===== config.mk =====
export PLATFORM = sky130hd
export DESIGN_NAME = uart_rx_mem_flat
export DESIGN_NICKNAME = d
export VERILOG_FILES = /design/src/rtl/uart_rx_mem_if.sv /design/src/rtl/uart_rx_mem.sv /design/src/flat_wrapper.sv
export SDC_FILE = /design/constraint.sdc
export NUM_CORES = 1
export LEC_CHECK = 0
export ABC_AREA = 1
export CAP_MARGIN = 30
export CORE_MARGIN = 2
export CORE_UTILIZATION = 28
export CTS_CLUSTER_SIZE = 40
export DETAILED_ROUTE_END_ITERATION = 8
export PLACE_DENSITY = 0.54
export SLEW_MARGIN = 20
export SYNTH_ARGS = -nofsm -noshare
export SYNTH_HDL_FRONTEND = slang
export SYNTH_SLANG_ARGS = --single-unit

===== constraint.sdc =====
create_clock -name clk -period 7.04 [get_ports clk]
set_clock_uncertainty 0.1 [all_clocks]
set_input_delay 1.408 -clock clk [delete_from_list [all_inputs] [get_ports clk]]
set_output_delay 1.408 -clock clk [all_outputs]
set_load 0.01 [all_outputs]

===== src/rtl/uart_rx_mem_if.sv =====
// Data-bus port bundle shared by the memory-mapped UART receiver and the CPU.
// The CPU side drives strobes, address and write data; the peripheral
// returns registered read data.
interface uart_rx_mem_if;
    logic [3:0]  writeb;
    logic        read;
    logic [7:0]  addr;
    logic [31:0] wdata;
    logic [31:0] rdata;

    modport master (output writeb, read, addr, wdata, input rdata);
    modport slave  (input writeb, read, addr, wdata, output rdata);
endinterface


===== src/rtl/uart_rx_mem.sv =====
// Memory-mapped UART receiver: deserialises frames from rx into a byte FIFO
// and exposes DATA (0), STATUS (1) and COUNT (2) word registers on the bus.
// Optional feature macro UART_RX_PARITY_EN: when defined, frames are 8E1 and
// parity errors set the sticky PERR flag; otherwise frames are 8N1.
module uart_rx_mem #(
    parameter int CLKS_PER_BIT = 625,
    parameter int DEPTH_LOG2   = 4
) (
    input  logic         clk,
    input  logic         rst,
    input  logic         rx,
    uart_rx_mem_if.slave bus,
    output logic         irq
);
    localparam int DEPTH = 1 << DEPTH_LOG2;
    localparam int CW    = $clog2(CLKS_PER_BIT);
    localparam logic [CW-1:0]         HALF_LAST = CW'(CLKS_PER_BIT / 2 - 1);
    localparam logic [CW-1:0]         BIT_LAST  = CW'(CLKS_PER_BIT - 1);
    localparam logic [CW-1:0]         CLK_ONE   = CW'(1);
    localparam logic [DEPTH_LOG2-1:0] PTR_ONE   = DEPTH_LOG2'(1);
    localparam logic [DEPTH_LOG2:0]   CNT_ONE   = (DEPTH_LOG2 + 1)'(1);
    localparam logic [DEPTH_LOG2:0]   FULL_CNT  = (DEPTH_LOG2 + 1)'(DEPTH);

    typedef enum logic [2:0] {IDLE, START, DATA, PARITY, STOP, WAIT_HIGH} state_t;

    state_t                state;
    logic                  rx_meta;
    logic                  rxs;
    logic [CW-1:0]         clk_cnt;
    logic [2:0]            bit_cnt;
    logic [7:0]            shreg;
    logic [7:0]            mem [DEPTH];
    logic [DEPTH_LOG2-1:0] wr_ptr;
    logic [DEPTH_LOG2-1:0] rd_ptr;
    logic [DEPTH_LOG2:0]   count;
    logic                  ovr;
    logic                  ferr;
    logic                  perr;
    logic                  empty;
    logic                  full;
    logic                  half_done;
    logic                  bit_done;
    logic                  stop_done;
    logic                  push_req;
    logic                  do_push;
    logic                  do_pop;
    logic                  status_wr;
    logic                  unused_bits;

    assign empty     = (count == '0);
    assign full      = (count == FULL_CNT);
    assign half_done = (clk_cnt == HALF_LAST);
    assign bit_done  = (clk_cnt == BIT_LAST);
    assign stop_done = (state == STOP) && bit_done;
    assign do_push   = push_req && !full;
    assign do_pop    = bus.read && (bus.addr == 8'd0) && !empty;
    assign status_wr = (|bus.writeb) && (bus.addr == 8'd1);
    assign unused_bits = ^{bus.wdata[31:5], bus.wdata[1:0]};

`ifdef UART_RX_PARITY_EN
    logic par_bad;
    assign push_req = stop_done && rxs && !par_bad;
`else
    assign push_req = stop_done && rxs;
    assign perr     = 1'b0;
`endif

    // Two-flop synchroniser on the asynchronous serial input, idling high.
    always_ff @(posedge clk) begin
        if (rst) begin
            rx_meta <= 1'b1;
            rxs     <= 1'b1;
        end else begin
            rx_meta <= rx;
            rxs     <= rx_meta;
        end
    end

    // Frame receiver: counters restart on every state change, bits sampled mid-period.
    always_ff @(posedge clk) begin
        if (rst) begin
            state   <= IDLE;
            clk_cnt <= '0;
            bit_cnt <= '0;
            shreg   <= '0;
`ifdef UART_RX_PARITY_EN
            par_bad <= 1'b0;
`endif
        end else begin
            case (state)
                IDLE: begin
                    clk_cnt <= '0;
                    bit_cnt <= '0;
                    if (!rxs) state <= START;
                end
                START: begin
                    if (half_done) begin
                        clk_cnt <= '0;
                        state   <= rxs ? IDLE : DATA;
                    end else begin
                        clk_cnt <= clk_cnt + CLK_ONE;
                    end
                end
                DATA: begin
                    if (bit_done) begin
                        clk_cnt <= '0;
                        shreg   <= {rxs, shreg[7:1]};
                        if (bit_cnt == 3'd7) begin
                            bit_cnt <= '0;
`ifdef UART_RX_PARITY_EN
                            state   <= PARITY;
`else
                            state   <= STOP;
`endif
                        end else begin
                            bit_cnt <= bit_cnt + 3'd1;
                        end
                    end else begin
                        clk_cnt <= clk_cnt + CLK_ONE;
                    end
                end
`ifdef UART_RX_PARITY_EN
                PARITY: begin
                    if (bit_done) begin
                        clk_cnt <= '0;
                        par_bad <= ^{shreg, rxs};
                        state   <= STOP;
                    end else begin
                        clk_cnt <= clk_cnt + CLK_ONE;
                    end
                end
`endif
                STOP: begin
                    if (bit_done) begin
                        clk_cnt <= '0;
                        state   <= rxs ? IDLE : WAIT_HIGH;
                    end else begin
                        clk_cnt <= clk_cnt + CLK_ONE;
                    end
                end
                WAIT_HIGH: begin
                    clk_cnt <= '0;
                    if (rxs) state <= IDLE;
                end
                default: begin
                    clk_cnt <= '0;
                    bit_cnt <= '0;
                    state   <= IDLE;
                end
            endcase
        end
    end

    // FIFO storage; contents need no reset because count guards every read.
    always_ff @(posedge clk) begin
        if (do_push) mem[wr_ptr] <= shreg;
    end

    // FIFO pointers and occupancy; a simultaneous push and pop leaves count unchanged.
    always_ff @(posedge clk) begin
        if (rst) begin
            wr_ptr <= '0;
            rd_ptr <= '0;
            count  <= '0;
        end else begin
            if (do_push) wr_ptr <= wr_ptr + PTR_ONE;
            if (do_pop)  rd_ptr <= rd_ptr + PTR_ONE;
            case ({do_push, do_pop})
                2'b10:   count <= count + CNT_ONE;
                2'b01:   count <= count - CNT_ONE;
                default: count <= count;
            endcase
        end
    end

    // Sticky error flags: write-1-to-clear, with a same-cycle set taking priority.
    always_ff @(posedge clk) begin
        if (rst) begin
            ovr  <= 1'b0;
            ferr <= 1'b0;
`ifdef UART_RX_PARITY_EN
            perr <= 1'b0;
`endif
        end else begin
            if (status_wr && bus.wdata[2]) ovr  <= 1'b0;
            if (push_req && full)          ovr  <= 1'b1;
            if (status_wr && bus.wdata[3]) ferr <= 1'b0;
            if (stop_done && !rxs)         ferr <= 1'b1;
`ifdef UART_RX_PARITY_EN
            if (status_wr && bus.wdata[4]) perr <= 1'b0;
            if ((state == PARITY) && bit_done && (^{shreg, rxs})) perr <= 1'b1;
`endif
        end
    end

    // Registered read data; holds its value on cycles without a read.
    always_ff @(posedge clk) begin
        if (rst) begin
            bus.rdata <= '0;
        end else if (bus.read) begin
            case (bus.addr)
                8'd0:    bus.rdata <= empty ? 32'hffff_ffff : {24'd0, mem[rd_ptr]};
                8'd1:    bus.rdata <= {27'd0, perr, ferr, ovr, full, !empty};
                8'd2:    bus.rdata <= {{(31 - DEPTH_LOG2){1'b0}}, count};
                default: bus.rdata <= '0;
            endcase
        end
    end

    // Interrupt request, registered from the state as of the previous edge.
    always_ff @(posedge clk) begin
        if (rst) irq <= 1'b0;
        else     irq <= !empty || ovr || ferr || perr;
    end
endmodule


===== src/flat_wrapper.sv =====
// flat-port wrapper written by rule: the top's interface ports become plain ports
module uart_rx_mem_flat 
#(
    parameter int CLKS_PER_BIT = 625,
    parameter int DEPTH_LOG2   = 4
)
  (clk, rst, rx, irq, bus_writeb, bus_read, bus_addr, bus_wdata, bus_rdata);
  uart_rx_mem_if bus_i ();
  input  logic clk;
  input  logic rst;
  input  logic rx;
  output logic irq;
  input wire logic [$bits(bus_i.writeb)-1:0] bus_writeb;
  input wire logic [$bits(bus_i.read)-1:0] bus_read;
  input wire logic [$bits(bus_i.addr)-1:0] bus_addr;
  input wire logic [$bits(bus_i.wdata)-1:0] bus_wdata;
  output wire logic [$bits(bus_i.rdata)-1:0] bus_rdata;
  assign bus_i.writeb = bus_writeb;
  assign bus_i.read = bus_read;
  assign bus_i.addr = bus_addr;
  assign bus_i.wdata = bus_wdata;
  assign bus_rdata = bus_i.rdata;
  uart_rx_mem #(.CLKS_PER_BIT(CLKS_PER_BIT), .DEPTH_LOG2(DEPTH_LOG2)) u_core (.clk(clk), .rst(rst), .rx(rx), .bus(bus_i), .irq(irq));
endmodule

Sequential cells colored by netlist name:
Bar = 50 microns. Other sequential cells in the stronger gray, the rest of the logic in the fainter gray.
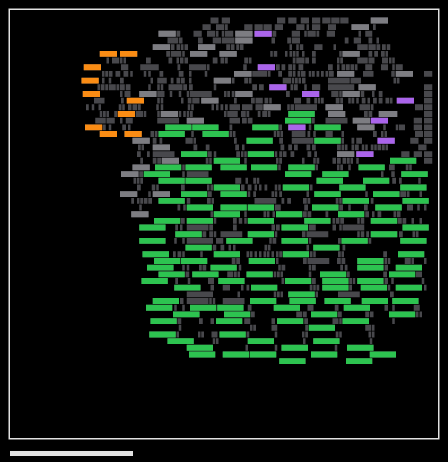
legend:
  purple:
    signal: `u_core.bus.rdata`
    placed_flops: 9
  green:
    signal: `u_core.mem`
    placed_flops: 128
  orange:
    signal: `u_core.clk_cnt`
    placed_flops: 10
    where: north-west
not colored: 36
Flop area: 0.004946 sq mm
Seq power: 1.17 mW
flop share of the area: 52.52%
utilization after layout: 32.90%

Selected gate families:
Bar = 50 microns.
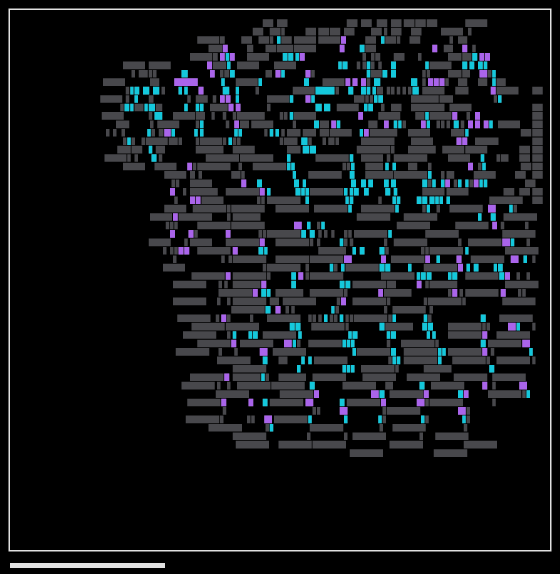
legend:
  purple:
    family: aoi and oai cells
    cells: 104
    most_used: o21ai_0
  cyan:
    family: nand cells
    cells: 239
    most_used: nand2_1
Comb/total area: 27.12%
most used logic cell in the final layout: nand2_1

==> run_results.csv <==
group,metric,value,unit
synthesis,adder_share,2.004,%
worst_setup_path,crit_path_frequent_cell,"nand2_1",
worst_setup_path,r2r-start,"u_core.clk_cnt[0]",
job,drv_cap,0,
final_layout,nNetsFinal,917,
final_layout,mostFrequentLayoutCells,"nand2_1 (147), nor2_1 (138), edfxtp_1 (128)",
route,wl_met2,8.466,mm
cts,post_cts_resized,0,
route,first_pass_iters,6,
worst_setup_path,critical_path_class,"in -> reg",
route,drt_iter0_markers,375,
final_timing,period_minus_slack,3565,ps
cts,htreeDepth,4,
cts,cts.sinks,183,
synthesis,ys.warnings.count,0,
synthesis,logic_family,"simple AND/OR/NAND/NOR gates",
pwr,combPwrFrac,7.5,%
final_timing,slew_headroom,40.58,%
cts,cts-buffers-inserted,17,
die,die_area,0.03036,sq mm
cts,cts_setup_buffers,0,
final_layout,top_regs,"u_core.mem: 128 flops, u_core.clk_cnt: 10 flops, u_core.bus.rdata: 9 flops",
synthesis,syn-num-nets,900,
synthesis,yosys-mux-area-fraction,0,%
global_routing,use_met1,16.18,%
route,drt-met1-wl,8.437,mm
worst_setup_path,cp_slowest_cell,"clkdlybuf4s50_1",
worst_setup_path,r2r_end,"u_core.count[4]",
global_routing,grt-busiest-layer,"met2",
pwr,p_leak,3.349,nW
outcome,status,"complete, no violations",
worst_hold_path,min-delay-start,"u_core.rx_meta",
final_layout,seq_cells,183,
synthesis,yosys-top-cells-count,"nand2_1 (147), nor2_1 (138), edfxtp_1 (128)",
cts,clk_pin_slew,70,ps
final_layout,syn_to_final_growth,16.03,%
pwr,power_frac_seq,50.0,%
worst_setup_path,crit_path_max_incr_delay,420,ps
worst_setup_path,critPathLaunchType,"input pin",
synthesis,flop_cell,"edfxtp_1",
synthesis,synth.area.top_cells,"edfxtp_1 (47%), dfxtp_1 (14%), nand2_1 (6.8%)",
synthesis,yosysCellCount,839,
synthesis,yosys.area_share.aoi,7.245,%
route,top_layer_used,"met4",
final_layout,n_antenna_cell,0,
pwr,power_frac_clock,42.5,%
global_routing,first_global_vias,5264,
final_timing,fin_hold_ws,318.8,ps
die,core_area,0.02863,sq mm
synthesis,syn-mean-instance-area,9.674,sq um
final_layout,buf_share,5.633,%
pwr,peakVddDrop,0.1495,mV
synthesis,syn_inst,839,
final_layout,layout-drive-gt1-share,6.444,%
die,dieWidth,174.3,microns
synthesis,top_area_cell,"edfxtp_1",
route,via_per_inst,4.466,
worst_setup_path,crit_chain,"clkdlybuf4s50_1 -> nor2_1 -> nand2_1 -> nor2_1 -> nand2_1 -> nor2_2 -> ha_1 -> xor2_1 -> ha_1 -> a21o_1 -> nand3_1 -> nand2_1 -> xor2_1 -> nand2_1 -> a21oi_1",
final_timing,tightestPinTransition,888.0,ps
die,ios,81,
worst_setup_path,rr_worst_depth,16,
final_layout,inv_count,77,
final_timing,finalHoldViolations,0,
global_routing,grt_overflow,0,
synthesis,top_area_share,47.36,%
die,num_tap_cells,384,
pwr,p_int,1.783,mW
worst_hold_path,min_path_cells,1,
final_layout,mi_logic_area,0.002554,sq mm
final_timing,fmax,280.5,MHz
pwr,powerDensity,248.2,mW/mm^2
cts,cts_hold_buf,0,
final_timing,rsz0062_at_grt,"no",
synthesis,syn_area,0.008117,sq mm
synthesis,ys_seq_share,60.92,%
cts,cts_buffer_depth,2,
pwr,switching_share,23.71,%
final_layout,top_area_cell_class,"registers",
job,log.warning_count,61,
synthesis,synth-edff-count,128,
worst_setup_path,crit_arrival,3830,ps
die,std_cell_rows,62,
final_layout,fin_area,0.009418,sq mm
final_layout,regMostFlops,"u_core.mem",
final_layout,fillers,2900,
worst_setup_path,crit_start,"bus_addr[3]",
final_layout,buffers,53,
worst_setup_path,path_max_fanout,6,
placement,dp_hpwl,11.10,mm
route,wire_per_inst,14.25,microns
synthesis,yosysChipArea,0.008117,sq mm
route,routed-wl-met3,636,microns
final_timing,fin_setup_tns,0,ps
final_layout,clock_area_share,6.563,%
global_routing,grt_first_pass_wirelength,28.39,mm
cts,clock_latency,430,ps
die,fp_util,28.35,%
global_routing,gr-usage-met2,19.68,%
final_layout,largest_reg_flops,128,
Pin placement:
Pins as bars across the die edge, other pins in gray.
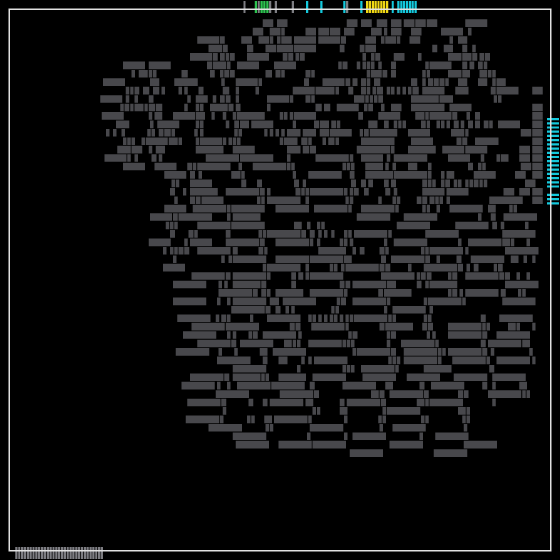
legend:
  green:
    port: `bus_writeb`
    pins: 4
    direction: input
    edge: north
  cyan:
    port: `bus_rdata`
    pins: 32
    direction: output
    edge: 20 east, 12 north
  yellow:
    port: `bus_addr`
    pins: 8
    direction: input
    edge: north
all pins by edge: 31 south, 30 north, 20 east
IO Port Bufs: 50
die y size: 174.3 microns

[critical path: cells and delay by family]
family / cells / cell delay (ps)
buffers and inverters: 1 / 420
XOR/XNOR: 2 / 350
AND/OR/NAND/NOR: 8 / 960
AND-OR/OR-AND: 2 / 220
adder cells (fa/ha/maj): 2 / 460
[through the flow]
step                total power [mW]  instances  setup WS [ps]
floorplan                      1.328        839           3793
global placement               1.363       1220           2910
detailed placement             1.368       1220           2923
CTS                            2.354       1252           3376
global route                   2.426       1253           3206
finish                         2.337       1253           3475
[power groups by stage]
stage / Combinational [mW] / Clock, mW / Sequential (mW)
floorplan: 0.139 / 0 / 1.19
global placement: 0.171 / 0 / 1.19
detailed placement: 0.176 / 0 / 1.19
CTS: 0.177 / 1.01 / 1.17
global route: 0.205 / 1.05 / 1.17
finish: 0.176 / 0.993 / 1.17
Power figures rest on the tool's default switching activity, not on a simulated workload.
